==> config.mk <==
export PLATFORM = sky130hd
export DESIGN_NAME = spi_dep_spi_byte_receiver
export DESIGN_NICKNAME = d
export VERILOG_FILES = /design/src/rtl/spi_dep_pkg.sv /design/src/rtl/spi_dep_edge_detector.sv /design/src/rtl/spi_dep_spi_byte_receiver.sv
export SDC_FILE = /design/constraint.sdc
export NUM_CORES = 1
export LEC_CHECK = 0
export ABC_AREA = 1
export CELL_PAD_IN_SITES_DETAIL_PLACEMENT = 1
export CELL_PAD_IN_SITES_GLOBAL_PLACEMENT = 1
export CORE_MARGIN = 2
export CORE_UTILIZATION = 38
export CTS_CLUSTER_DIAMETER = 40
export CTS_CLUSTER_SIZE = 28
export DETAILED_ROUTE_END_ITERATION = 16
export PLACE_DENSITY = 0.77
export SLEW_MARGIN = 40
export SYNTH_ARGS = -nofsm -noshare
export SYNTH_HDL_FRONTEND = slang
export SYNTH_SLANG_ARGS = --single-unit
==> constraint.sdc <==
create_clock -name clk_i -period 1.46 [get_ports clk_i]
set_input_delay 0.292 -clock clk_i [delete_from_list [all_inputs] [get_ports clk_i]]
set_output_delay 0.292 -clock clk_i [all_outputs]
set_load 0.01 [all_outputs]
**Run 1: logic cells by family**

The bar under the picture is 20 um long.
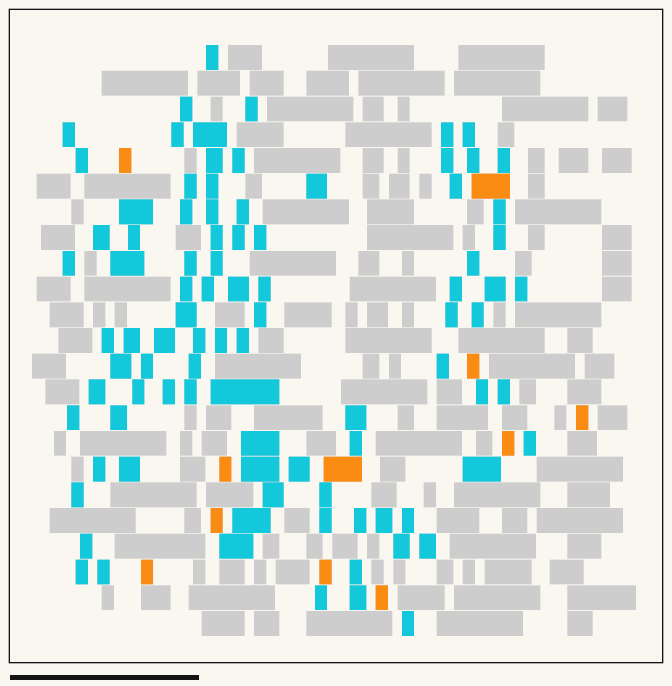
color	family	cells
cyan	NAND gates	91
orange	NOR gates	11
Final Non-Filler Cells: 291
Comb/total area: 0.300
most used logic cell in the final layout: nand2_1

**Run 1: local utilization**

The die is cut into 7 by 7 equal tiles; dark blue is low, red is high, 0 to 100% covered.
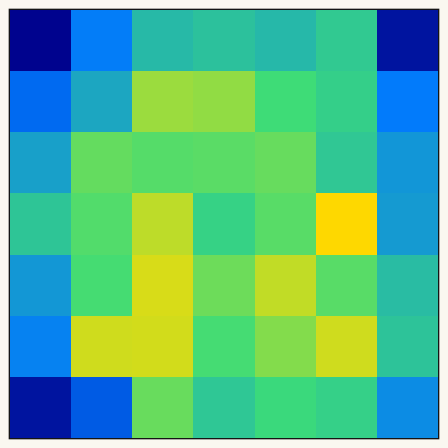
tiles over 75% full	2.0%
fullest tile	76%
mean over tiles	45%
fp_density: 0.398
Core ar.: 0.00403 mm2

**Run 1: wiring by layer**

The bar under the picture is 20 um long.
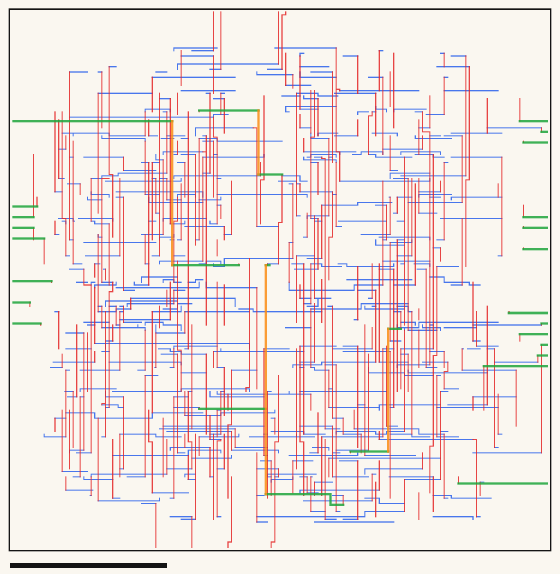
color	layer	wire length
green	metal 3	134 um
blue	metal 1	1640 um
red	metal 2	2250 um
orange	metal 4	71.4 um
WL final: 4.09 mm
GRT Overall Usage: 0.187
WL/cell: 14.1 um

==> impl_metrics.tcl, run 1 <==
# collected from the flow reports
set metrics [dict create \
    status "finished clean" \
    crit_required_ns 1.64 \
    wl_met1_mm 1.64 \
    row_count 23 \
    met3_usage 0.0438 \
    ys_area_mm2 0.00160 \
    grt-busiest-layer "met2" \
    overflow 0 \
    fin_skew_ns 0.00726 \
    relSlewSlack 0.660 \
    intPower_mw 1.79 \
    start_kind "flop" \
    postCtsHoldBufs 0 \
    ys.flops 34 \
    first_pass_iters 3 \
    yosysCellCount 190 \
    postLayoutCoreUtil 0.550 \
    postSynthSeqShare 0.532 \
    wl_met2_mm 2.25 \
    lay_top_cells "nand2_1, dfrtp_1, inv_1" \
    clock_sinks 34 \
    final_area_mm2 0.00222 \
    register_area_um2 852 \
    grt_max_degree 35 \
    cts_resized 12 \
    final-hold-violation-count 0 \
    cts_buffers 5 \
    path_cells "inv_2 -> ha_4 -> inv_2 -> nor2_1 -> nand2_1 -> nand2_2 -> nand2_4 -> nand2_2 -> nand2_1 -> nand2_1 -> nand2_1" \
    routed.top_layer "met4" \
    cts_root_buf "clkbuf_8" \
    drt_iter0_drc 46 \
    grt_pass1_vias 1442 \
    synthCells 190 \
    slowest_stage "dfrtp_1" \
    htreeDepth 2 \
    finalCritPeriodShare 0.969 \
    num_io_pins 29 \
    synth_area_mm2 0.00160 \
    final_net_count 258 \
    chip_area_mm2 0.00475 \
    grt_pass1_wl_mm 6.36 \
    dr_wl_met3_um 134 \
    cts_setup_buffers 0 \
    hpwlAfterDp_mm 2.83 \
    die_y_um 68.9 \
    pg_seq_mw 1.19 \
]
run 1: cells by family after synthesis:
family / after synthesis / share of synthesized area
AOI/OAI and AO/OA: 20 / 0.0664
adders and majority gates: 3 / 0.0234
buffers and inverters: 32 / 0.0874
DFF: 34 / 0.532
and+or+nand+nor: 101 / 0.291
run 1: area by class of cell:
cell class	count	share of cell area
multi-input cells	125	0.300
inverters	29	0.0514
repair buffers	45	0.194
clock buffers	6	0.0372
well taps	50	0.0282
clock inverters	2	0.00564
flip-flops and latches	34	0.384
run 1: synth_stat cells:
| cell | count | area (um2) |
|---|---|---|
| buf_6 | 2 | 22.5 |
| clkbuf_1 | 1 | 3.75 |
| dfrtp_1 | 33 | 826 |
| dfstp_2 | 1 | 26.3 |
| ha_1 | 3 | 37.5 |
| inv_1 | 25 | 93.8 |
| inv_2 | 3 | 11.3 |
| inv_6 | 1 | 8.76 |
| nand2_1 | 70 | 263 |
| nand2_2 | 3 | 18.8 |
| nand2_4 | 3 | 33.8 |
| nand2_8 | 1 | 20.0 |
| nand3_1 | 11 | 55.1 |
| nand3_2 | 2 | 20.0 |
| nor2_1 | 9 | 33.8 |
| nor2_4 | 2 | 22.5 |
| o21ai_0 | 5 | 25.0 |
| o21ai_1 | 10 | 50.1 |
| o22ai_1 | 5 | 31.3 |
run 1: per-stage QoR:
step | instances | TNS [ns] | total power, mW
finish | 291 | 0 | 2.66
global route | 291 | -0.495 | 2.82
CTS | 284 | 0 | 2.58
detailed placement | 276 | -3.98 | 1.83
global placement | 276 | -2.86 | 1.80
floorplan | 190 | 0 | 1.55
run 1: critical path, delay by kind of cell (launching register included):
family        cells  cell delay [ns]
simple gates      8             0.66
flops             1             0.40
buf+inv           2             0.12
fa+ha+maj         1             0.14
--- run 2 (diff from run 1) ---
--- a/config.mk
+++ b/config.mk
@@ -5,15 +5,15 @@
 export SDC_FILE = /design/constraint.sdc
 export NUM_CORES = 1
 export LEC_CHECK = 0
-export ABC_AREA = 1
 export CELL_PAD_IN_SITES_DETAIL_PLACEMENT = 1
 export CELL_PAD_IN_SITES_GLOBAL_PLACEMENT = 1
 export CORE_MARGIN = 2
-export CORE_UTILIZATION = 38
+export CORE_UTILIZATION = 39
 export CTS_CLUSTER_DIAMETER = 40
 export CTS_CLUSTER_SIZE = 28
 export DETAILED_ROUTE_END_ITERATION = 16
-export PLACE_DENSITY = 0.77
+export GPL_TIMING_DRIVEN = 0
+export PLACE_DENSITY = 0.76
 export SLEW_MARGIN = 40
 export SYNTH_ARGS = -nofsm -noshare
 export SYNTH_HDL_FRONTEND = slang
**Run 2: local utilization**

The die is cut into 6 by 6 equal tiles; dark blue is low, red is high, 0 to 100% covered.
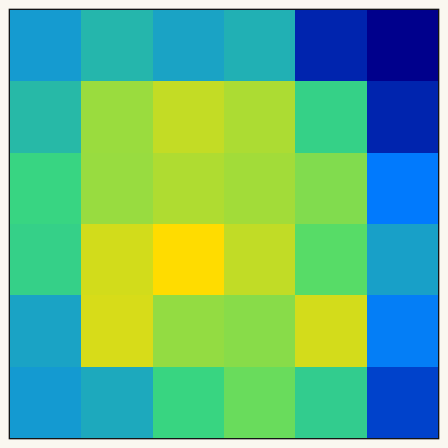
fullest tile	75%
tiles over 75% full	2.8%
nearly empty tiles	2.8%
mean over tiles	46%
densest ninth of the die	center
emptiest ninth of the die	upper right
Core ar.: 0.00342 mm2
post-layout util: 0.579

**Run 2: clock wires, drivers and flops**

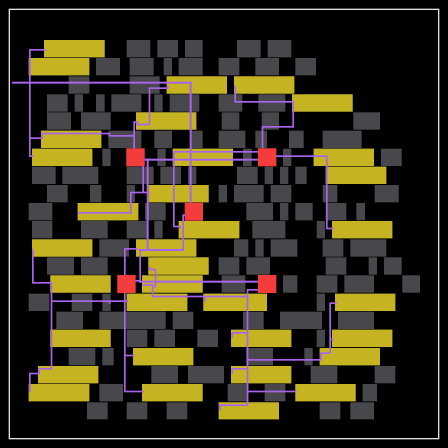
[red] clock drivers | count: 5
[purple] clock wires | length: 408 um
[yellow] flip-flops | count: 34
flops lie	spread over the die
routed clock nets	6
skew final: 0.00916 ns
Latency at later pin: 0.33 ns
clock power share: 0.255

==> run 2 against run 1 <==
  * The run now ends with setup timing left
  * Critical path type unchanged
  * Synthesized cell count decreased by 40%
  * Die area decreased by 13%
  * Worst setup slack got worse by 0.27 ns
  * Cell count decreased by 30%
  * Maximum frequency decreased by 16%
==> impl_metrics.tcl, run 2 <==
# collected from the flow reports
set metrics [dict create \
    logic_family "AND-OR/OR-AND gates" \
    cp.depth 6 \
    tns_ns -1.65 \
    die_y_um 64.3 \
    first_pass_iters 2 \
    postSynthSeqShare 0.601 \
    top_cell_area_share 0.583 \
    num_io_pins 29 \
    setup_violations 16 \
    final-hold-violation-count 0 \
    grt_pass1_vias 1189 \
    violations "setup timing" \
    mux_share 0.0715 \
    finalCritPeriodShare 1.15 \
    top_cells_by_count "dfrtp_1, nor2_1, a22o_1" \
    area_leaders "dfrtp_1, mux2_2, a22o_1" \
    met3_usage 0.0546 \
    grt_pass1_wl_mm 5.66 \
    final_net_count 174 \
    register_area_um2 852 \
    row_count 21 \
    status "finished, violations left" \
    layout_setup_ws_ns -0.222 \
    top_area_cell "dfrtp_1" \
    synth_area_mm2 0.00142 \
    track_usage 0.181 \
]
==> run 2: netlist changes by cell type in the layout (fill, tap and decap cells not counted), moves of 5 or more <==
cell and delta:
inv_2 -5, nand2_1 -60, o22ai_1 -5, nand3_1 -9, o21ai_1 -11, buf_4 -9, mux2_2 +8, clkbuf_4 +5
inv_1 -16, nand2_2 -10, a22oi_2 +5, clkbuf_8 -5, a22o_1 +10
==> run 2: through the flow <==
step                area, um2   util  cells
finish                   1980  0.579    203
global route             1980  0.579    203
floorplan                1430      -    114
detailed placement       1790  0.523    189
CTS                      1970  0.575    204
global placement         1760  0.516    188
==> run 2: repair_timing <==
| action | CTS | global route |
|---|---|---|
| buffers inserted | 6 | 0 |
| endpoints found under the setup margin | 41 | 22 |
| pin swaps | 9 | 4 |
| hold endpoints to repair | 10 | 0 |
| resized | 35 | 6 |
| hold buffers | 1 | 0 |
==> run 2: cell families (layout without fill, tap and decap cells) <==
| group | count (synthesis) | in the layout |
|---|---|---|
| AOI/OAI and AO/OA | 32 | 32 |
| muxes | 9 | 9 |
| buffers and inverters | 10 | 53 |
| DFF | 34 | 34 |
| adders and majority gates | 3 | 3 |
| and+or+nand+nor | 26 | 26 |
==> run 2: area by class of cell <==
cell class / instances / share of cell area
tap: 46 / 0.0291
buffer: 2 / 0.00949
timing repair buffer: 36 / 0.174
inverter: 7 / 0.0133
clock inverter: 1 / 0.00253
multi-input combinational: 70 / 0.313
sequential: 34 / 0.431
clock buffer: 7 / 0.0278
==> run 2: power by group <==
part | internal, mW | leakage (nW) | switching [mW]
logic | 0.243 | 0.482 | 0.210
clock network | 0.233 | 0.0353 | 0.305
registers | 1.05 | 0.443 | 0.0756
Power figures rest on the tool's default switching activity, not on a simulated workload.
